==> src/rtl/mips_hazard_ctrl.sv <==
// mips_hazard_ctrl
// Interlock controller that sits beside the ID stage of mips_pipeline.
// - A per-register countdown scoreboard holds RAW-dependent instructions in ID
//   until the producer's result is readable from the register file.
// - A two-state FSM freezes fetch and flushes IF/ID while a control
//   instruction resolves, then tells the datapath to redirect the PC.
// Pipeline-control outputs are combinational because they steer the same
// clock edge. The stall counter is the only registered output.

module mips_hazard_ctrl #(
  parameter int WB_LAT = 3,   // producer issue -> result readable (RAW distance)
  parameter int BR_LAT = 3,   // control issue -> next-PC resolved
  parameter int CNT_W  = 16   // stall-cycle counter width
) (
  input  logic             clk,
  input  logic             rst,
  input  logic             id_valid_i,
  input  logic [4:0]       id_rs_i,
  input  logic [4:0]       id_rt_i,
  input  logic             id_use_rs_i,
  input  logic             id_use_rt_i,
  input  logic             id_we_i,
  input  logic [4:0]       id_wd_i,
  input  logic             id_ctrl_i,
  output logic             issue_o,
  output logic             pc_hold_o,
  output logic             ifid_hold_o,
  output logic             ifid_flush_o,
  output logic             idex_bubble_o,
  output logic             redirect_o,
  output logic             br_busy_o,
  output logic [CNT_W-1:0] stall_cnt_o
);

  // Scoreboard entry width. One bit is kept as a floor so that WB_LAT=1
  // still elaborates; the load value is then zero and nothing is tracked.
  localparam int SB_W = (WB_LAT > 1) ? $clog2(WB_LAT) : 1;
  // Branch counter must be able to hold BR_LAT itself.
  localparam int BC_W = (BR_LAT > 0) ? $clog2(BR_LAT + 1) : 1;

  localparam logic [SB_W-1:0]  SB_LOAD  = SB_W'(WB_LAT - 1);
  localparam logic [SB_W-1:0]  SB_ONE   = SB_W'(1);
  localparam logic [SB_W-1:0]  SB_ZERO  = SB_W'(0);
  localparam logic [BC_W-1:0]  BR_LOAD  = BC_W'(BR_LAT);
  localparam logic [BC_W-1:0]  BR_ONE   = BC_W'(1);
  localparam logic [BC_W-1:0]  BR_ZERO  = BC_W'(0);
  localparam logic [CNT_W-1:0] CNT_ONE  = CNT_W'(1);
  localparam logic [CNT_W-1:0] CNT_ZERO = CNT_W'(0);
  localparam logic [CNT_W-1:0] CNT_MAX  = {CNT_W{1'b1}};

  typedef enum logic [0:0] {
    ST_RUN     = 1'b0,
    ST_BR_WAIT = 1'b1
  } state_t;

  // ---------------------------------------------------------------------
  // State
  // ---------------------------------------------------------------------
  state_t                  state_q, state_d;
  logic [BC_W-1:0]         br_cnt_q, br_cnt_d;
  logic [31:0][SB_W-1:0]   sb_q, sb_d;
  logic [CNT_W-1:0]        stall_cnt_q, stall_cnt_d;

  // ---------------------------------------------------------------------
  // Combinational signals
  // ---------------------------------------------------------------------
  logic rs_pend_s;
  logic rt_pend_s;
  logic raw_hz_s;
  logic issue_s;
  logic pc_hold_s;
  logic ifid_hold_s;
  logic ifid_flush_s;
  logic idex_bubble_s;
  logic redirect_s;
  logic br_busy_s;
  logic stall_inc_s;
  logic sb_load_s;

  // RAW hazard detect: a used source register still has a write in flight.
  always_comb begin
    rs_pend_s = id_use_rs_i & (sb_q[id_rs_i] != SB_ZERO);
    rt_pend_s = id_use_rt_i & (sb_q[id_rt_i] != SB_ZERO);
    raw_hz_s  = id_valid_i & (rs_pend_s | rt_pend_s);
  end

  // FSM next-state and pipeline-control outputs; reset overrides everything.
  always_comb begin
    state_d       = state_q;
    br_cnt_d      = br_cnt_q;
    issue_s       = 1'b0;
    pc_hold_s     = 1'b0;
    ifid_hold_s   = 1'b0;
    ifid_flush_s  = 1'b0;
    idex_bubble_s = 1'b0;
    redirect_s    = 1'b0;
    br_busy_s     = 1'b0;
    stall_inc_s   = 1'b0;

    case (state_q)
      ST_RUN: begin
        if (!id_valid_i) begin
          // Bubble in ID: pass a NOP down, let fetch run.
          idex_bubble_s = 1'b1;
        end else if (raw_hz_s) begin
          // Freeze PC and IF/ID, inject a bubble into EX.
          pc_hold_s     = 1'b1;
          ifid_hold_s   = 1'b1;
          idex_bubble_s = 1'b1;
          stall_inc_s   = 1'b1;
        end else begin
          issue_s = 1'b1;
          if (id_ctrl_i) begin
            // The fetched fall-through is speculative: squash it and keep
            // the PC until the datapath resolves the target.
            pc_hold_s    = 1'b1;
            ifid_flush_s = 1'b1;
            br_cnt_d     = BR_LOAD;
            state_d      = ST_BR_WAIT;
          end else begin
            state_d = ST_RUN;
          end
        end
      end

      ST_BR_WAIT: begin
        idex_bubble_s = 1'b1;
        ifid_flush_s  = 1'b1;
        br_busy_s     = 1'b1;
        stall_inc_s   = 1'b1;
        br_cnt_d      = (br_cnt_q != BR_ZERO) ? (br_cnt_q - BR_ONE) : BR_ZERO;
        if (br_cnt_q == BR_ONE) begin
          // Next-PC is resolved now: load it and resume.
          redirect_s = 1'b1;
          state_d    = ST_RUN;
        end else begin
          pc_hold_s = 1'b1;
        end
      end

      default: begin
        // Unreachable encoding: recover to RUN with a safe bubble.
        idex_bubble_s = 1'b1;
        pc_hold_s     = 1'b1;
        br_cnt_d      = BR_ZERO;
        state_d       = ST_RUN;
      end
    endcase

    if (rst) begin
      issue_s       = 1'b0;
      pc_hold_s     = 1'b1;
      ifid_hold_s   = 1'b0;
      ifid_flush_s  = 1'b1;
      idex_bubble_s = 1'b1;
      redirect_s    = 1'b0;
      br_busy_s     = 1'b0;
      stall_inc_s   = 1'b0;
      state_d       = ST_RUN;
      br_cnt_d      = BR_ZERO;
    end else begin
      state_d = state_d;
    end
  end

  // Scoreboard next value: fresh issue load beats the per-cycle decrement.
  always_comb begin
    sb_load_s = issue_s & id_we_i & (id_wd_i != 5'd0);
    sb_d      = sb_q;
    sb_d[0]   = SB_ZERO;
    for (int r = 1; r < 32; r++) begin
      if (sb_load_s && (id_wd_i == 5'(r))) begin
        sb_d[r] = SB_LOAD;
      end else if (sb_q[r] != SB_ZERO) begin
        sb_d[r] = sb_q[r] - SB_ONE;
      end else begin
        sb_d[r] = SB_ZERO;
      end
    end
  end

  // Saturating stall-cycle counter next value.
  always_comb begin
    if (stall_inc_s && (stall_cnt_q != CNT_MAX)) begin
      stall_cnt_d = stall_cnt_q + CNT_ONE;
    end else begin
      stall_cnt_d = stall_cnt_q;
    end
  end

  // State registers with synchronous active-high reset.
  always_ff @(posedge clk) begin
    if (rst) begin
      state_q     <= ST_RUN;
      br_cnt_q    <= BR_ZERO;
      sb_q        <= '0;
      stall_cnt_q <= CNT_ZERO;
    end else begin
      state_q     <= state_d;
      br_cnt_q    <= br_cnt_d;
      sb_q        <= sb_d;
      stall_cnt_q <= stall_cnt_d;
    end
  end

  assign issue_o       = issue_s;
  assign pc_hold_o     = pc_hold_s;
  assign ifid_hold_o   = ifid_hold_s;
  assign ifid_flush_o  = ifid_flush_s;
  assign idex_bubble_o = idex_bubble_s;
  assign redirect_o    = redirect_s;
  assign br_busy_o     = br_busy_s;
  assign stall_cnt_o   = stall_cnt_q;

endmodule

==> config.mk <==
export PLATFORM = sky130hd
export DESIGN_NAME = mips_hazard_ctrl
export DESIGN_NICKNAME = d
export VERILOG_FILES = /design/src/rtl/mips_hazard_ctrl.sv
export SDC_FILE = /design/constraint.sdc
export NUM_CORES = 1
export LEC_CHECK = 0
export ABC_AREA = 1
export CORE_UTILIZATION = 32
export DETAILED_ROUTE_END_ITERATION = 10
export REMOVE_ABC_BUFFERS = 1
export SLEW_MARGIN = 20
export SYNTH_ARGS = -nofsm -noshare
export SYNTH_HDL_FRONTEND = slang
export SYNTH_SLANG_ARGS = --single-unit
==> constraint.sdc <==
create_clock -name clk -period 1.76 [get_ports clk]
set_input_delay 0.264 -clock clk [delete_from_list [all_inputs] [get_ports clk]]
set_output_delay 0.264 -clock clk [all_outputs]
set_load 0.005 [all_outputs]
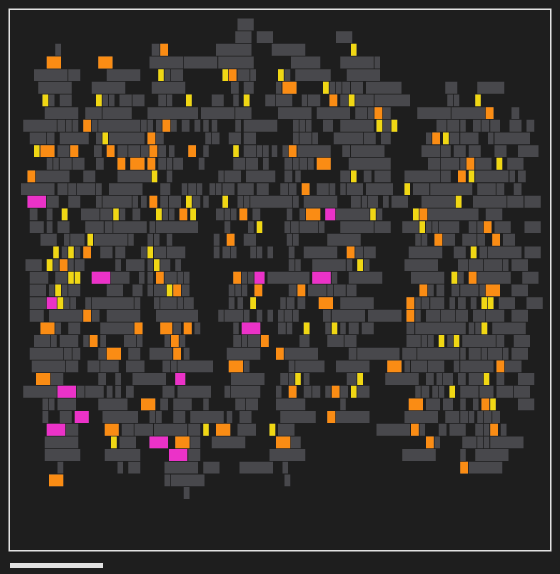
Fig. 1. Logic cells by family.
The bar under the picture is 20 microns long.
yellow -> inv cells  # cells 64
magenta -> and/or cells  # cells 13
orange -> aoi and oai cells  # cells 79
proportion of cell area occupied by multi-input gates: 0.436
post-route non-filler standard cell count: 945
most frequent standard cell in the layout excluding fill and tap cells: sky130_fd_sc_hd__nand2_1

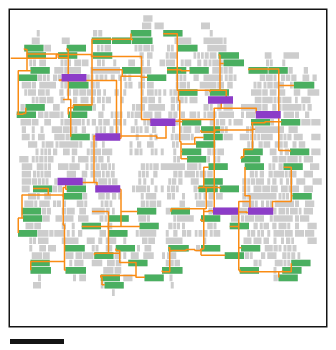
Fig. 2. Routed clock nets over the placement.
The bar under the picture is 20 microns long.
purple -> clock drivers  # count 9
green -> flip-flops  # count 81
orange -> clock wires  # length 1,110 microns
routed clock nets = 10
flops lie = all over the die
Clk Latency, worst-skew pair: 340 ps
Worst Skew: 5.79 ps
proportion of power drawn by the clock network: 0.471
power attributed to the clock group: 0.00219 W

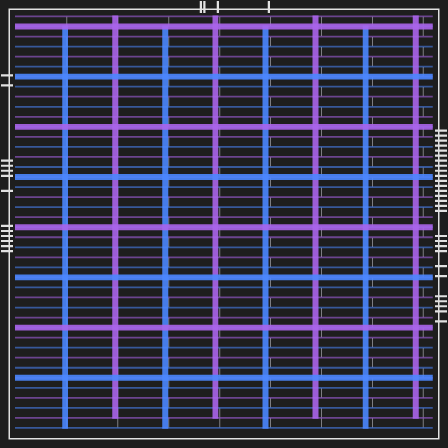
Fig. 3. Power grid.
Pins as bars on the die edge. Tap cells in gray.
purple -> VDD
blue -> VSS
met1 rails = 42
tap cells = 172
met5 straps = 8
rows = 41
maximum vdd drop: 572 uV
area of the core region: 12,600 sq um
vertical die dimension: 116 microns
die width: 116 microns

## worst min path at each step
| stage | slack, ps | to | cells after the start | startpoint |
|---|---|---|---|---|
| floorplan | 330 | sb_q[11] | 1 | rst |
| global placement | 440 | sb_q[53] | 2 | sb_q[52] |
| detailed placement | 460 | sb_q[55] | 2 | sb_q[54] |
| CTS | 400 | stall_cnt_o[15] | 3 | rst |
| global route | 430 | stall_cnt_o[15] | 3 | rst |
| finish | 420 | stall_cnt_o[15] | 3 | rst |
## critical path: stages, from the launching register on
cell and delay, ps:
sky130_fd_sc_hd__dfxtp_2 320, sky130_fd_sc_hd__or2_4 260, sky130_fd_sc_hd__nand2_2 70, sky130_fd_sc_hd__nand3_2 60
sky130_fd_sc_hd__nand3_2 80, sky130_fd_sc_hd__nand2_2 80, sky130_fd_sc_hd__nand2_2 70, sky130_fd_sc_hd__nand3_2 60
sky130_fd_sc_hd__nand3_2 90, sky130_fd_sc_hd__buf_6 110, sky130_fd_sc_hd__nand4_4 70, sky130_fd_sc_hd__buf_6 150
sky130_fd_sc_hd__nor2_4 150, sky130_fd_sc_hd__buf_4 170, sky130_fd_sc_hd__clkbuf_16 150, sky130_fd_sc_hd__nand3_1 90
sky130_fd_sc_hd__nand2_1 80, sky130_fd_sc_hd__inv_1 30
## cell type report
cell class / count / area, sq um
multi-input cells: 482 / 2780
inverters: 64 / 240
flip-flops and latches: 81 / 1640
clock buffers: 10 / 239
repair buffers: 130 / 1160
well taps: 172 / 215
fillers: 1265 / 6250
clock inverters: 6 / 105
## logic make-up after synthesis
kind of cell    count (synthesis)
buf+inv                        83
simple gates                  387
compound gates                 79
xor+xnor                       13
flops                          81
fa+ha+maj                       1
## flip-flops by register name, indices dropped and copies added, names as in the netlist
signal	flops
sb_q	62
stall_cnt_o	16
br_cnt_q	2
state_q	1
==> qor.log <==
[cts] clock buffers created by TritonCTS 9
[route] post-detailed-routing wire length 14,500 microns
[synthesis] Dominant Register Cell sky130_fd_sc_hd__dfxtp_1
[final_timing] slew at the pin with the worst max-slew slack 612 ps
[global_route] grt met2 use 0.397
[synthesis] cell types occupying the most area after synthesis sky130_fd_sc_hd__dfxtp_1 (39%), sky130_fd_sc_hd__nand2_1 (14%), sky130_fd_sc_hd__nand3_1 (10%), sky130_fd_sc_hd__nor2_1 (9.4%), sky130_fd_sc_hd__a21oi_1 (6.4%)
[power] sequential fraction of design power 0.400
[placement] detailed placement HPWL 9280 microns
[power] switching share of total power 0.246
[final_layout] total inserted antenna cells 0
[route] wire length on met3 764 microns
[worst_setup_path] crit path launch type register
[worst_setup_path] Critical Path AT 2430 ps
[status] failing checks negative setup slack
[power] total internal power 0.00350 W
[route] drt wl/cell 15.3 microns
[power] cell leakage power 2.77 nW
[synthesis] Yosys top cell by instances sky130_fd_sc_hd__nand2_1
[final_timing] final sum of negative setup slack -24,460 ps
[floorplanning] cell row count 41
[synthesis] Synth flops 81
[final_timing] hold slack 418 ps
[global_route] most used routing layer met2
[cts] number of gates resized after CTS 119
[floorplanning] top-level I/O count 45
[synthesis] Distinct cells, synth 30
[final_layout] ratio of cells with drive above 1 in the final layout 0.312
[global_route] via count of the first global-routing pass 4,797
[power] share of power burned in combinational logic 0.129
[route] highest metal used met5
[worst_setup_path] category of the worst setup path capture point register
[synthesis] summed instance area of the synthesized netlist 4160 sq um
[flow_run] max-cap violation count 0
[worst_setup_path] Setup CP Type register to register
[worst_setup_path] setup slack of the most critical reg-to-reg path -430 ps
[cts] Bufs on Longest Clock Path 2
[worst_setup_path] required time of the critical path 2000 ps
[global_route] global-route total usage across every layer 0.223
[global_route] met1 Use GR 0.269
[final_layout] fin area 6370 sq um
[synthesis] cell taking the most area after synthesis sky130_fd_sc_hd__dfxtp_1
[synthesis] part of the Yosys area used for sequential elements 0.390
[final_timing] final period utilization 1.25
[synthesis] number of instances in the synthesized netlist 644
[synthesis] Post-synth EDFFs 0
[route] via total after detailed routing 4,787
[power] power density over the cells 728 nW/um^2
[synthesis] Synth Area in XOR/XNOR 0.0274
[global_route] gr ovfl total 0
[route] sum of met2 wire segment lengths after detailed routing 7190 microns
[cts] clock tree from TritonCTS built
[worst_setup_path] FF-to-FF Start sb_q[32]
[worst_setup_path] logic depth of the worst register-to-register path 17
[power] combinational cell power 0.000597 W
[cts] CTS Hold Bufs 0
[global_route] first-pass GRT wire length 23,000 microns
[worst_setup_path] termination of the worst setup path sb_q[6]
[power] Main power group clock
[global_route] pin count of the biggest net entering global routing 34
[cts] level count of the clock H-tree 3
[global_route] met3 Use GR 0.0445
[floorplanning] DIE AREA 13,500 sq um
[final_timing] PnR worst setup slack -435 ps
[final_layout] fraction of the core area covered by cells at the end of the flow 0.505
[synthesis] Complex Gates by Area 0.0957
[final_layout] Layout Area Growth over Synthesis 53.3%
[synthesis] synthesis warning total 0
[synthesis] Commonest cells post-synth sky130_fd_sc_hd__nand2_1 (153), sky130_fd_sc_hd__nor2_1 (104), sky130_fd_sc_hd__nand3_1 (84), sky130_fd_sc_hd__dfxtp_1 (81), sky130_fd_sc_hd__inv_1 (60)
[synthesis] share of async-settable or async-resettable flops after synthesis 0
[worst_setup_path] Crit Path Max Fanout 7
[worst_setup_path] reg-to-reg endpoint sb_q[6]
[synthesis] yosys stat area 4160 sq um
[worst_setup_path] Worst Setup SP sb_q[32]
[placement] Post-Place Setup Slack -1130 ps
[final_timing] post-layout minimum cycle time 2190 ps
[synthesis] Top-area cell share 0.390
[final_timing] final-report max-slew violation count 0
[synthesis] share of synthesized cell area in full adder, half adder and majority cells 0.00301
[min_path] Tightest Hold Check Type input pin to register
[status] run status complete, but fails checks
[route] number of iterations in the first detailed-routing pass 5
[route] Detailed Route Iter0 Violations 379
[placement] port bufs 44
[final_timing] final hold vios 0
[final_layout] highest-count cells in the layout ignoring fill and taps sky130_fd_sc_hd__nand2_1 (129), sky130_fd_sc_hd__nor2_1 (90), sky130_fd_sc_hd__buf_4 (71), sky130_fd_sc_hd__dfxtp_1 (68), sky130_fd_sc_hd__nand3_1 (55)
[synthesis] Avg Synthesized Cell Area 6.46 sq um
[cts] CTS sink count 81
[final_timing] maximum frequency from static timing analysis 456 MHz
[final_timing] unrepaired setup endpoints after global routing yes
[final_timing] count of final setup violators 83
[route] number of nets with antenna violations after detailed routing 0
[synthesis] main logic family after synthesis simple AND/OR/NAND/NOR gates
[placement] routability cong. 0.888
[synthesis] portion of netlist area occupied by mux cells 0
[cts] buffer count from post-CTS setup fixing 14
[cts] register clock-pin slew on the reported worst setup and hold paths 60 ps
[power] net switching power 0.00114 W
[route] average via count per standard cell 5.07
[floorplanning] starting density of the core 0.329
[synthesis] yosys cell count 644
[synthesis] Simple-Gate Area Share 0.403
[final_timing] worst slew margin relative to its limit 0.592
[power] Power Total 0.00464 W
[flow_run] count of tool warnings 27
[route] wl on met1 6240 microns
[route] Post-route DRC 0
[final_layout] Post-layout nets 791
[power] Seq power 0.00186 W
[cts] CTS Root Cell sky130_fd_sc_hd__clkbuf_16
[global_route] antenna violations before repair 1
[placement] Post-Place Cells 912
[placement] cell area reported after detailed placement 5260 sq um
Power is estimated from default activity; no workload was simulated.
